## config.mk

```make
export PLATFORM = sky130hd
export DESIGN_NAME = tpu_host_ctrl
export DESIGN_NICKNAME = d
export VERILOG_FILES = /design/src/rtl/tpu_host_ctrl.sv
export SDC_FILE = /design/constraint.sdc
export NUM_CORES = 1
export LEC_CHECK = 0
export ABC_AREA = 1
export CAP_MARGIN = 20
export CORE_ASPECT_RATIO = 1.25
export CORE_MARGIN = 10
export CORE_UTILIZATION = 40
export DETAILED_ROUTE_END_ITERATION = 6
export PLACE_DENSITY_LB_ADDON = 0.05
export SETUP_SLACK_MARGIN = 0.02
export SYNTH_ARGS = -nofsm -noshare
export SYNTH_HDL_FRONTEND = slang
export SYNTH_SLANG_ARGS = --single-unit
```

## constraint.sdc

```tcl
create_clock -name clk -period 1.7 [get_ports clk]
set_input_delay 0.255 -clock clk [delete_from_list [all_inputs] [get_ports clk]]
set_output_delay 0.255 -clock clk [all_outputs]
set_load 0.02 [all_outputs]
```

## src/rtl/tpu_host_ctrl.sv

```systemverilog
// Host-side command-to-bus initiator for the TPU memory-mapped port.
// Optional busy-cycle counter enabled by defining TPU_HOST_PERF_CNT_EN.
module tpu_host_ctrl #(
    parameter int BITS_AB    = 8,
    parameter int BITS_C     = 16,
    parameter int DIM        = 8,
    parameter int ADDRW      = 16,
    parameter int DATAW      = 64,
    parameter int RD_LAT     = 1,
    parameter int MUL_CYCLES = 22
) (
    input  logic                   clk,
    input  logic                   rst,
    input  logic                   cmd_valid,
    output logic                   cmd_ready,
    input  logic [1:0]             cmd_op,
    input  logic [$clog2(DIM)-1:0] cmd_row,
    input  logic [DATAW-1:0]       cmd_data,
    output logic                   rsp_valid,
    input  logic                   rsp_ready,
    output logic [2*DATAW-1:0]     rsp_data,
    output logic                   mul_done,
    output logic                   tpu_en,
    output logic                   r_w,
    output logic [ADDRW-1:0]       addr,
    output logic [DATAW-1:0]       dataIn,
    input  logic [DATAW-1:0]       dataOut,
    output logic [31:0]            busy_cycles
);

    localparam int RW      = $clog2(DIM);
    localparam int CNT_MAX = (MUL_CYCLES > RD_LAT) ? MUL_CYCLES : RD_LAT;
    localparam int CW      = $clog2(CNT_MAX + 1);

    localparam logic [CW-1:0] MUL_LAST = CW'(MUL_CYCLES - 1);
    localparam logic [CW-1:0] RD_LAST  = CW'(RD_LAT - 1);

    localparam logic [ADDRW-1:0] A_BASE = ADDRW'(16'h0100);
    localparam logic [ADDRW-1:0] B_BASE = ADDRW'(16'h0200);
    localparam logic [ADDRW-1:0] C_BASE = ADDRW'(16'h0300);
    localparam logic [ADDRW-1:0] M_ADDR = ADDRW'(16'h0400);

    localparam logic [1:0] OP_LOAD_A = 2'd0;
    localparam logic [1:0] OP_LOAD_B = 2'd1;
    localparam logic [1:0] OP_MULT   = 2'd2;
    localparam logic [1:0] OP_READ_C = 2'd3;

    // A row and a C half-row must both fill exactly one bus word.
    if (DATAW != DIM * BITS_AB || 2 * DATAW != DIM * BITS_C) begin : g_bad_width
        $error("tpu_host_ctrl: DATAW must equal DIM*BITS_AB and DIM*BITS_C/2");
    end

    if (RD_LAT < 1 || MUL_CYCLES < 1) begin : g_bad_lat
        $error("tpu_host_ctrl: RD_LAT and MUL_CYCLES must be >= 1");
    end

    typedef enum logic [2:0] {
        IDLE,
        WR,
        MUL_WAIT,
        RD_ISSUE0,
        RD_WAIT0,
        RD_ISSUE1,
        RD_WAIT1,
        RSP
    } state_t;

    state_t             state, state_n;
    logic [CW-1:0]      cnt, cnt_n;
    logic               is_mult, is_mult_n;
    logic [RW-1:0]      row_q, row_n;
    logic               en_n, rw_n;
    logic [ADDRW-1:0]   addr_n;
    logic [DATAW-1:0]   din_n;
    logic [2*DATAW-1:0] rsp_n;

    assign cmd_ready = (state == IDLE);
    assign rsp_valid = (state == RSP);
    assign mul_done  = (state == MUL_WAIT) && (cnt == MUL_LAST);

    always_ff @(posedge clk) begin
        if (rst) begin
            state    <= IDLE;
            cnt      <= '0;
            is_mult  <= 1'b0;
            row_q    <= '0;
            tpu_en   <= 1'b0;
            r_w      <= 1'b0;
            addr     <= '0;
            dataIn   <= '0;
            rsp_data <= '0;
        end else begin
            state    <= state_n;
            cnt      <= cnt_n;
            is_mult  <= is_mult_n;
            row_q    <= row_n;
            tpu_en   <= en_n;
            r_w      <= rw_n;
            addr     <= addr_n;
            dataIn   <= din_n;
            rsp_data <= rsp_n;
        end
    end

    // Next-state logic also computes the registered bus values for the
    // following cycle, so tpu_en rises exactly in the cycle of the access.
    always_comb begin
        state_n   = state;
        cnt_n     = cnt;
        is_mult_n = is_mult;
        row_n     = row_q;
        en_n      = 1'b0;
        rw_n      = r_w;
        addr_n    = addr;
        din_n     = dataIn;
        rsp_n     = rsp_data;

        unique case (state)
            IDLE: begin
                if (cmd_valid) begin
                    row_n     = cmd_row;
                    en_n      = 1'b1;
                    is_mult_n = 1'b0;
                    unique case (cmd_op)
                        OP_LOAD_A: begin
                            state_n = WR;
                            rw_n    = 1'b1;
                            addr_n  = A_BASE + ADDRW'(cmd_row);
                            din_n   = cmd_data;
                        end
                        OP_LOAD_B: begin
                            state_n = WR;
                            rw_n    = 1'b1;
                            addr_n  = B_BASE + ADDRW'(cmd_row);
                            din_n   = cmd_data;
                        end
                        OP_MULT: begin
                            state_n   = WR;
                            is_mult_n = 1'b1;
                            rw_n      = 1'b1;
                            addr_n    = M_ADDR;
                            din_n     = '0;
                        end
                        OP_READ_C: begin
                            state_n = RD_ISSUE0;
                            rw_n    = 1'b0;
                            addr_n  = C_BASE + ADDRW'({cmd_row, 1'b0});
                        end
                        default: ;
                    endcase
                end
            end
            WR: begin
                cnt_n   = '0;
                state_n = is_mult ? MUL_WAIT : IDLE;
            end
            MUL_WAIT: begin
                if (cnt == MUL_LAST) begin
                    state_n = IDLE;
                end else begin
                    cnt_n = cnt + CW'(1);
                end
            end
            RD_ISSUE0: begin
                cnt_n   = '0;
                state_n = RD_WAIT0;
            end
            RD_WAIT0: begin
                if (cnt == RD_LAST) begin
                    rsp_n[DATAW-1:0] = dataOut;
                    state_n = RD_ISSUE1;
                    en_n    = 1'b1;
                    addr_n  = C_BASE + ADDRW'({row_q, 1'b1});
                end else begin
                    cnt_n = cnt + CW'(1);
                end
            end
            RD_ISSUE1: begin
                cnt_n   = '0;
                state_n = RD_WAIT1;
            end
            RD_WAIT1: begin
                if (cnt == RD_LAST) begin
                    rsp_n[2*DATAW-1:DATAW] = dataOut;
                    state_n = RSP;
                end else begin
                    cnt_n = cnt + CW'(1);
                end
            end
            RSP: begin
                if (rsp_ready) begin
                    state_n = IDLE;
                end
            end
            default: state_n = IDLE;
        endcase
    end

`ifdef TPU_HOST_PERF_CNT_EN
    logic [31:0] busy_q;

    always_ff @(posedge clk) begin
        if (rst) begin
            busy_q <= '0;
        end else if (state != IDLE && busy_q != 32'hFFFF_FFFF) begin
            busy_q <= busy_q + 32'd1;
        end
    end

    assign busy_cycles = busy_q;
`else
    assign busy_cycles = '0;
`endif

endmodule
```

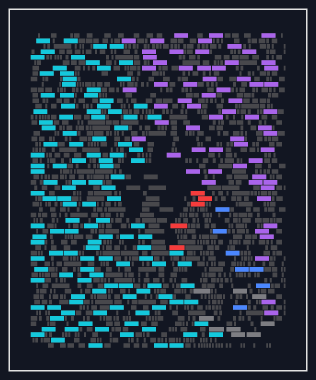
registers.png
Drawn at 2 px/um.
legend:
  purple:
    netlist_name: `dataIn`
    placed_flops: 64
  cyan:
    netlist_name: `rsp_data`
    placed_flops: 128
  blue:
    netlist_name: `addr`
    placed_flops: 7
    where: lower right
  red:
    netlist_name: `cnt`
    placed_flops: 5

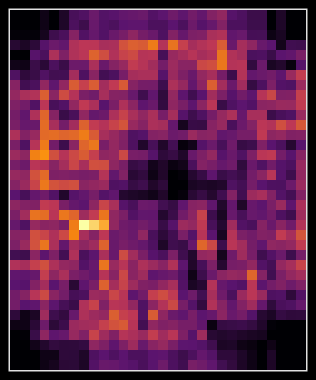
wire_density.png
Drawn at 2 px/um. The die is cut into 30 by 36 equal tiles; black is low, pale yellow is high, scaled to the fullest tile. Values are wire area over tile area, all layers added.
emptiest ninth of the die: lower right
mean over tiles: 0.20
fullest tile: 0.67
tiles over half the peak: 11%
nearly empty tiles: 5.4%
densest ninth of the die: middle left

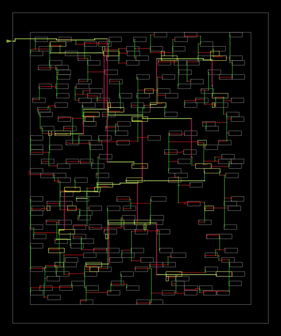
final_clocks.png
clk pwr: 0.00486 W
clk ins delay skew pair: 0.50 ns
CTS buffer count: 23
clock buffer count in the final layout: 37
CTS sink count: 213

==> results.toml <==
# implementation run metrics
[placed_design]
place_area_um2 = 11900
place_ws_ns = -0.108
place.gp.congestion = 0.798
portBuffers = 340

[final_timing]
setup-tns-final_ns = 0
whs_ns = 0.261
slew_violations = 0
setup_violations = 0
fmax_mhz = 591

[worst_hold_path]
worst_hold_path_type = "in -> reg"

[synthesis]
ys_sh_aoi = 0.141
top_area_cell = "dfxtp_1"
xor_area_frac = 0.00214
simple_gate_area_frac = 0.230
postSynthCellCount = 1061
ys_cells = 1061
ys.flop_type = "dfxtp_1"

[final_layout]
clkCellAreaFrac = 0.0563
fillerInstances = 1857
comb-cell-share = 0.265
top_regs = "rsp_data x128, dataIn x64, addr x7"
nets = 1562
area_growth_pct = 58.7
buffers = 402
num-nonclk-inverters = 33
multi_input_comb_cells = 745
seq_cells = 213
post-route-cell-area_um2 = 13000

[power_and_ir_drop]
peakVddDrop_uv = 680
seq_power_w = 0.00589
power_density_nw_per_um2 = 1170
p_total_w = 0.0153
p_comb_frac = 0.296
internal-power_w = 0.0102

[clock_network]
ctsResizeCount = 217
cts_tree = "yes"
postCtsSetupBuffers = 0

[route]
wire_per_inst_um = 19.2
drt_iter0_drc = 462
drc_errors = 0
top_layer_used = "met5"

[status]
status = "complete, no violations"

[run]
max_cap_viol_count = 0

[floorplanning]
taps = 270

[setup_path]
cp-startpoint = "cnt[1]"
rr_worst_depth = 10
path_class = "reg -> out"
No activity file was given, so power comes from the tool's default toggle rates.
